### config.mk
export PLATFORM = sky130hd
export DESIGN_NAME = seg7_scan_ctrl_flat
export DESIGN_NICKNAME = d
export VERILOG_FILES = /design/src/rtl/seg7_scan_ctrl_if.sv /design/src/rtl/seg7_scan_ctrl.sv /design/src/flat_wrapper.sv
export SDC_FILE = /design/constraint.sdc
export NUM_CORES = 1
export LEC_CHECK = 0
export CAP_MARGIN = 10
export CORE_ASPECT_RATIO = 0.8
export CORE_MARGIN = 5
export CORE_UTILIZATION = 50
export DETAILED_ROUTE_END_ITERATION = 6
export GPL_TIMING_DRIVEN = 1
export PLACE_DENSITY_LB_ADDON = 0.3
export SLEW_MARGIN = 20
export SYNTH_ARGS = -nofsm -noshare
export SYNTH_HDL_FRONTEND = slang
export SYNTH_SLANG_ARGS = --single-unit
### constraint.sdc
create_clock -name clk -period 4.61 [get_ports clk]
set_input_delay 0.922 -clock clk [delete_from_list [all_inputs] [get_ports clk]]
set_output_delay 0.922 -clock clk [all_outputs]
set_load 0.02 [all_outputs]
### src/rtl/seg7_scan_ctrl_if.sv
// Digit-source / display-pin bundle for the 7-segment scan controller.
// master = BCD producer side, slave = scan controller.
interface seg7_scan_ctrl_if #(
  parameter int N_DIG = 4
);
  logic               en;
  logic               load;
  logic [4*N_DIG-1:0] digits;
  logic               lz_blank;
  logic [6:0]         seg;
  logic [N_DIG-1:0]   an;
  logic               frame_done;

  modport master (
    output en, load, digits, lz_blank,
    input  seg, an, frame_done
  );

  modport slave (
    input  en, load, digits, lz_blank,
    output seg, an, frame_done
  );
endinterface

### src/rtl/seg7_scan_ctrl.sv
// Time-multiplexed N-digit common-anode 7-seg scanner with double-buffered BCD and blanking gaps.
// Registered outputs change on the state edge; load is always accepted, no backpressure.
module seg7_scan_ctrl #(
  parameter int N_DIG     = 4,
  parameter int PRESC     = 50000,
  parameter int BLANK_CYC = 16
) (
  input logic         clk,
  input logic         rst_n,
  seg7_scan_ctrl_if.slave bus
);

  localparam int MAXC = (PRESC > BLANK_CYC) ? PRESC : BLANK_CYC;
  localparam int CW   = $clog2(MAXC + 1);
  localparam int IW   = $clog2(N_DIG);
  localparam logic [CW-1:0]      SHOW_LAST  = CW'(PRESC - 1);
  localparam logic [CW-1:0]      BLANK_LAST = CW'((BLANK_CYC > 0) ? BLANK_CYC - 1 : 0);
  localparam logic [IW-1:0]      IDX_LAST   = IW'(N_DIG - 1);
  localparam logic [4*N_DIG-1:0] BLANK_WORD = {N_DIG{4'hF}};

  typedef enum logic [1:0] {IDLE, BLANK, SHOW} state_t;

  state_t             state_q, state_d;
  logic [IW-1:0]      idx_q, idx_d;
  logic [CW-1:0]      cnt_q, cnt_d;
  logic [4*N_DIG-1:0] act_q, act_d;
  logic [4*N_DIG-1:0] pend_q, pend_d;
  logic               pv_q, pv_d;
  logic [6:0]         seg_q, seg_d;
  logic [N_DIG-1:0]   an_q, an_d;
  logic               fd_q, fd_d;
  logic               frame_start;
  logic               show_entry;
  logic               wrap;
  logic [3:0]         dig;

  function automatic logic [6:0] dec_7seg(input logic [3:0] d);
    logic [6:0] s;
    case (d)
      4'd0:    s = 7'b0000001;
      4'd1:    s = 7'b1001111;
      4'd2:    s = 7'b0010010;
      4'd3:    s = 7'b0000110;
      4'd4:    s = 7'b1001100;
      4'd5:    s = 7'b0100100;
      4'd6:    s = 7'b0100000;
      4'd7:    s = 7'b0001111;
      4'd8:    s = 7'b0000000;
      4'd9:    s = 7'b0000100;
      default: s = 7'b1111111;
    endcase
    return s;
  endfunction

  // A zero digit is a leading zero when every more-significant digit is zero or non-BCD.
  function automatic logic lz_sup(input logic [4*N_DIG-1:0] w, input logic [IW-1:0] k);
    logic sup;
    sup = (k != '0);
    for (int j = 0; j < N_DIG; j++) begin
      if (IW'(j) == k && w[4*j +: 4] != 4'd0)
        sup = 1'b0;
      if (IW'(j) > k && w[4*j +: 4] != 4'd0 && w[4*j +: 4] <= 4'd9)
        sup = 1'b0;
    end
    return sup;
  endfunction

  always_ff @(posedge clk) begin
    if (!rst_n) begin
      state_q <= IDLE;
      idx_q   <= '0;
      cnt_q   <= '0;
      act_q   <= BLANK_WORD;
      pend_q  <= BLANK_WORD;
      pv_q    <= 1'b0;
      seg_q   <= 7'b1111111;
      an_q    <= '1;
      fd_q    <= 1'b0;
    end else begin
      state_q <= state_d;
      idx_q   <= idx_d;
      cnt_q   <= cnt_d;
      act_q   <= act_d;
      pend_q  <= pend_d;
      pv_q    <= pv_d;
      seg_q   <= seg_d;
      an_q    <= an_d;
      fd_q    <= fd_d;
    end
  end

  always_comb begin
    state_d     = state_q;
    idx_d       = idx_q;
    cnt_d       = cnt_q;
    frame_start = 1'b0;
    show_entry  = 1'b0;
    wrap        = 1'b0;
    if (!bus.en) begin
      state_d = IDLE;
      idx_d   = '0;
      cnt_d   = '0;
    end else begin
      case (state_q)
        IDLE: begin
          frame_start = 1'b1;
          idx_d       = '0;
          cnt_d       = '0;
          if (BLANK_CYC == 0) begin
            state_d    = SHOW;
            show_entry = 1'b1;
          end else begin
            state_d = BLANK;
          end
        end
        BLANK: begin
          if (cnt_q == BLANK_LAST) begin
            state_d    = SHOW;
            cnt_d      = '0;
            show_entry = 1'b1;
          end else begin
            cnt_d = cnt_q + CW'(1);
          end
        end
        SHOW: begin
          if (cnt_q == SHOW_LAST) begin
            cnt_d = '0;
            if (idx_q == IDX_LAST) begin
              idx_d       = '0;
              wrap        = 1'b1;
              frame_start = 1'b1;
            end else begin
              idx_d = idx_q + IW'(1);
            end
            if (BLANK_CYC == 0) begin
              state_d    = SHOW;
              show_entry = 1'b1;
            end else begin
              state_d = BLANK;
            end
          end else begin
            cnt_d = cnt_q + CW'(1);
          end
        end
        default: begin
          state_d = IDLE;
          idx_d   = '0;
          cnt_d   = '0;
        end
      endcase
    end

    // Active only moves at a frame start; a coincident load bypasses pending.
    act_d  = act_q;
    pend_d = pend_q;
    pv_d   = pv_q;
    if (frame_start && bus.load) begin
      act_d = bus.digits;
      pv_d  = 1'b0;
    end else begin
      if (frame_start && pv_q) begin
        act_d = pend_q;
        pv_d  = 1'b0;
      end
      if (bus.load) begin
        pend_d = bus.digits;
        pv_d   = 1'b1;
      end
    end
  end

  always_comb begin
    seg_d = seg_q;
    an_d  = an_q;
    fd_d  = wrap;
    dig   = 4'hF;
    for (int k = 0; k < N_DIG; k++) begin
      if (idx_d == IW'(k))
        dig = act_d[4*k +: 4];
    end
    if (state_d != SHOW) begin
      seg_d = 7'b1111111;
      an_d  = '1;
    end else if (show_entry) begin
      // Slot contents are latched here so lz_blank is only sampled once per slot.
      if (bus.lz_blank && lz_sup(act_d, idx_d)) begin
        seg_d = 7'b1111111;
        an_d  = '1;
      end else begin
        seg_d        = dec_7seg(dig);
        an_d         = '1;
        an_d[idx_d]  = 1'b0;
      end
    end
  end

  assign bus.seg        = seg_q;
  assign bus.an         = an_q;
  assign bus.frame_done = fd_q;

endmodule

### src/flat_wrapper.sv
// flat-port wrapper written by rule: the top's interface ports become plain ports
module seg7_scan_ctrl_flat 
#(
  parameter int N_DIG     = 4,
  parameter int PRESC     = 50000,
  parameter int BLANK_CYC = 16
)
  (clk, rst_n, bus_en, bus_load, bus_digits, bus_lz_blank, bus_seg, bus_an, bus_frame_done);
  seg7_scan_ctrl_if #(.N_DIG(N_DIG)) bus_i ();
  input logic clk;
  input logic rst_n;
  input wire logic [$bits(bus_i.en)-1:0] bus_en;
  input wire logic [$bits(bus_i.load)-1:0] bus_load;
  input wire logic [$bits(bus_i.digits)-1:0] bus_digits;
  input wire logic [$bits(bus_i.lz_blank)-1:0] bus_lz_blank;
  output wire logic [$bits(bus_i.seg)-1:0] bus_seg;
  output wire logic [$bits(bus_i.an)-1:0] bus_an;
  output wire logic [$bits(bus_i.frame_done)-1:0] bus_frame_done;
  assign bus_i.en = bus_en;
  assign bus_i.load = bus_load;
  assign bus_i.digits = bus_digits;
  assign bus_i.lz_blank = bus_lz_blank;
  assign bus_seg = bus_i.seg;
  assign bus_an = bus_i.an;
  assign bus_frame_done = bus_i.frame_done;
  seg7_scan_ctrl #(.N_DIG(N_DIG), .PRESC(PRESC), .BLANK_CYC(BLANK_CYC)) u_core (.clk(clk), .rst_n(rst_n), .bus(bus_i));
endmodule
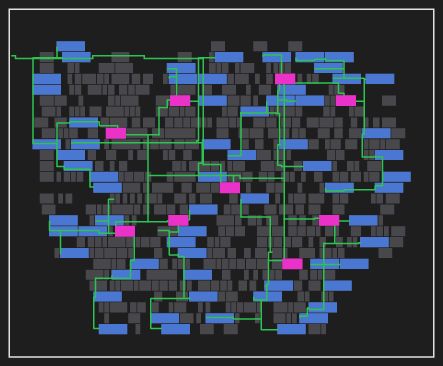
**Above:** clock network drawn from the DEF.
(4 px per um)
[magenta] cells driving clock nets | count: 9
[green] clock wires | length: 860 um
[blue] flip-flops | count: 65
flops lie: all over the die
Clock group: 0.450 mW
clock latency on the worst-skew pair: 350 ps
Clock Skew: 9.01 ps
Clock Power Share: 35.9%

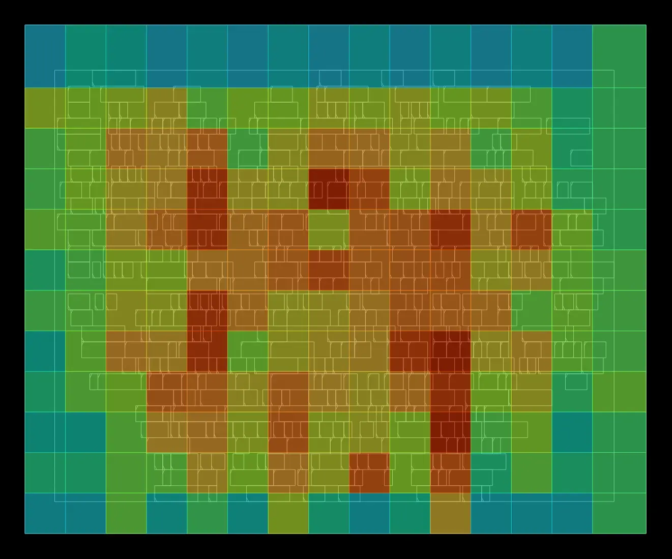
**Above:** congestion heat map.
gr usage total: 22.7%
met2 track demand over resource: 34.3%
grt met1 use: 32.5%
M3 GR Usage: 5.21%
GR peak layer: met2

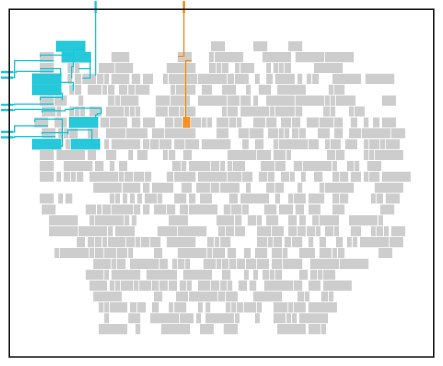
**Above:** wires at chosen ports, followed through buffers.
(4 px per um)
| colour | port | bits | direction | end cells | buffers | wire |
|---|---|---|---|---|---|---|
| cyan | bus_seg | 7 | output | 7 | 7 | 187 um |
| orange | bus_lz_blank | 1 | input | 1 | 1 | 30.4 um |

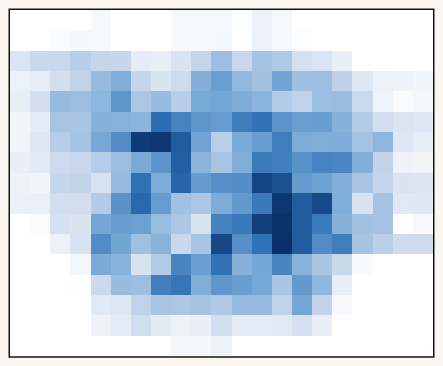
**Above:** wiring heat map.
(4 px per um) The die is cut into 21 by 17 equal tiles; white is low, dark blue is high, scaled to the fullest tile. Values are wire area over tile area, all layers added.
nearly empty tiles: 24%
densest ninth of the die: centre
fullest tile: 0.65

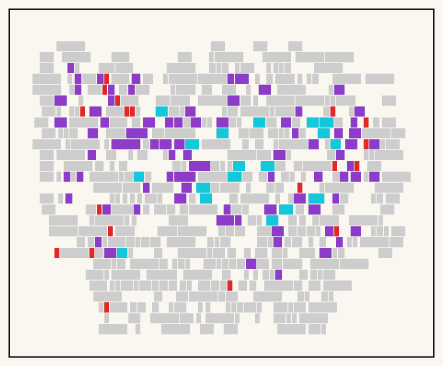
**Above:** gate-type map.
(4 px per um)
| colour | family | cells |
|---|---|---|
| cyan | AND-OR and OR-AND gates | 18 |
| red | inverters | 19 |
| purple | inverting AOI/OAI gates | 78 |

==> results.sh <==
# implementation run metrics
export IMPL_status="completed"
export IMPL_powerSeq_mw=0.601
export IMPL_p_comb_share_pct=16.2
export IMPL_final_cell_area_um2=4290
export IMPL_yosys_area_share_xor_xnor_pct=3.34
export IMPL_ff_count=65
export IMPL_wl_per_cell_um=17.4
export IMPL_synth_seq_share_pct=35.5
export IMPL_yosysWarnings=0
export IMPL_top_regs="u_core.act_q: 16 flops, u_core.cnt_q: 16 flops, u_core.pend_q: 16 flops"
export IMPL_adder_share_pct=4.10
export IMPL_place_congestion=0.971
export IMPL_tns_ps=0
export IMPL_mux_share_pct=1.95
export IMPL_fp_util_pct=52.4
export IMPL_dpl_worst_slack_ps=208
export IMPL_cts_setup_buffers=0
export IMPL_n_tap_cell=87
export IMPL_drt_total_wl_um=10200
export IMPL_placedInstanceArea_um2=4110
export IMPL_ys_sh_aoi_pct=20.0
export IMPL_ys_ff=65
export IMPL_layout_drive_gt1_share_pct=10.5
export IMPL_avgSynthCellArea_um2=8.04
export IMPL_total_power_mw=1.26
export IMPL_fin_cells=584
export IMPL_dp_cells=569
export IMPL_seq_area_um2=1300
export IMPL_vias=3608
export IMPL_netSwitchingFraction_pct=27.5
export IMPL_synth_nets=489
export IMPL_hold_buffers=0
export IMPL_ys_cells=456
export IMPL_grt_max_degree=34
export IMPL_sh_comb_area_pct=51.2
export IMPL_critPathLaunch="bus_en"
export IMPL_common_cells="nand2_1 (70), dfxtp_1 (65), nor2_1 (46)"
export IMPL_htreeDepth=3
export IMPL_warning_count=34
export IMPL_fin_ws_ps=481
export IMPL_drc=0
export IMPL_clk_share_pct=4.22
export IMPL_min_delay_start="u_core.cnt_q[0]"
export IMPL_grt_pass1_wl_um=16800
export IMPL_top_layer="met4"
export IMPL_hold_end="u_core.cnt_q[0]"
export IMPL_setup_violations_final=0
export IMPL_whs_path_depth=1
export IMPL_synth_area_leader_cell="dfxtp_1"
export IMPL_wl_met2_um=4290
export IMPL_port_buffer_count=32
export IMPL_hold_slack_ps=455
export IMPL_most_common_layout_cells="nand2_1 (70), dfxtp_1 (65), nor2_1 (46), nand3_1 (34), clkdlybuf4s50_1 (32)"
export IMPL_diodes=0
export IMPL_cts_root_buf="clkbuf_8"
export IMPL_ant_nets=0
export IMPL_cp_depth=13
export IMPL_path_cells="clkdlybuf4s50_1 > and2_1 > a21oi_1 > nor3_2 > a221oi_1 > a21boi_0 > a31oi_1 > nand2_1 > inv_1 > ha_1 > mux2_1 > a221oi_1 > nand2_1"
export IMPL_power_leader="registers"
export IMPL_worstMarginPinSlew_ps=991
export IMPL_ys_types=65
export IMPL_nNonClkBuffers=47
export IMPL_pwr_density_cell_nw_per_um2=292
export IMPL_fin_util_pct=61.4
export IMPL_fmax_mhz=242
export IMPL_slowest_delay_ps=710
export IMPL_slew_violations=0
export IMPL_r2r_cells=12
export IMPL_biggestCellCategory="multi-input combinational cells"
export IMPL_critPathBufInv=2
export IMPL_die_w_um=106
export IMPL_critPathLaunchType="input pin"
export IMPL_min_period_over_period_pct=89.6
export IMPL_path_max_fanout=11
export IMPL_edf_count=0
export IMPL_clockBufferDepth=2
export IMPL_p_leak_nw=1.63
export IMPL_core_area_um2=6990
export IMPL_comb_cells=351
export IMPL_slowest_stage="a21oi_1"
export IMPL_sh_seq_area_pct=30.3
export IMPL_buffer_area_share_pct=10.1
export IMPL_relSlewSlack_pct=33.7
export IMPL_cts_tree="yes"
export IMPL_rsz0062_at_grt="no"
export IMPL_critPathArrivalTime_ps=4360
export IMPL_rrSetupSlack_ps=670
export IMPL_p_seq_share_pct=47.9
export IMPL_r2r_start="u_core.cnt_q[11]"
export IMPL_wl_met3_um=897
export IMPL_synth_cells=456
export IMPL_pg_comb_mw=0.204
export IMPL_grt_pass1_vias=3337
export IMPL_crit_family="AND-OR/OR-AND gates"
export IMPL_drtPass1Iterations=5
export IMPL_grt_overflow=0
export IMPL_viasPerCell=6.18
export IMPL_worst_setup_path_type="input pin to flop"
export IMPL_drv_cap=0
export IMPL_nFillCells=608
Power is estimated from default activity; no workload was simulated.
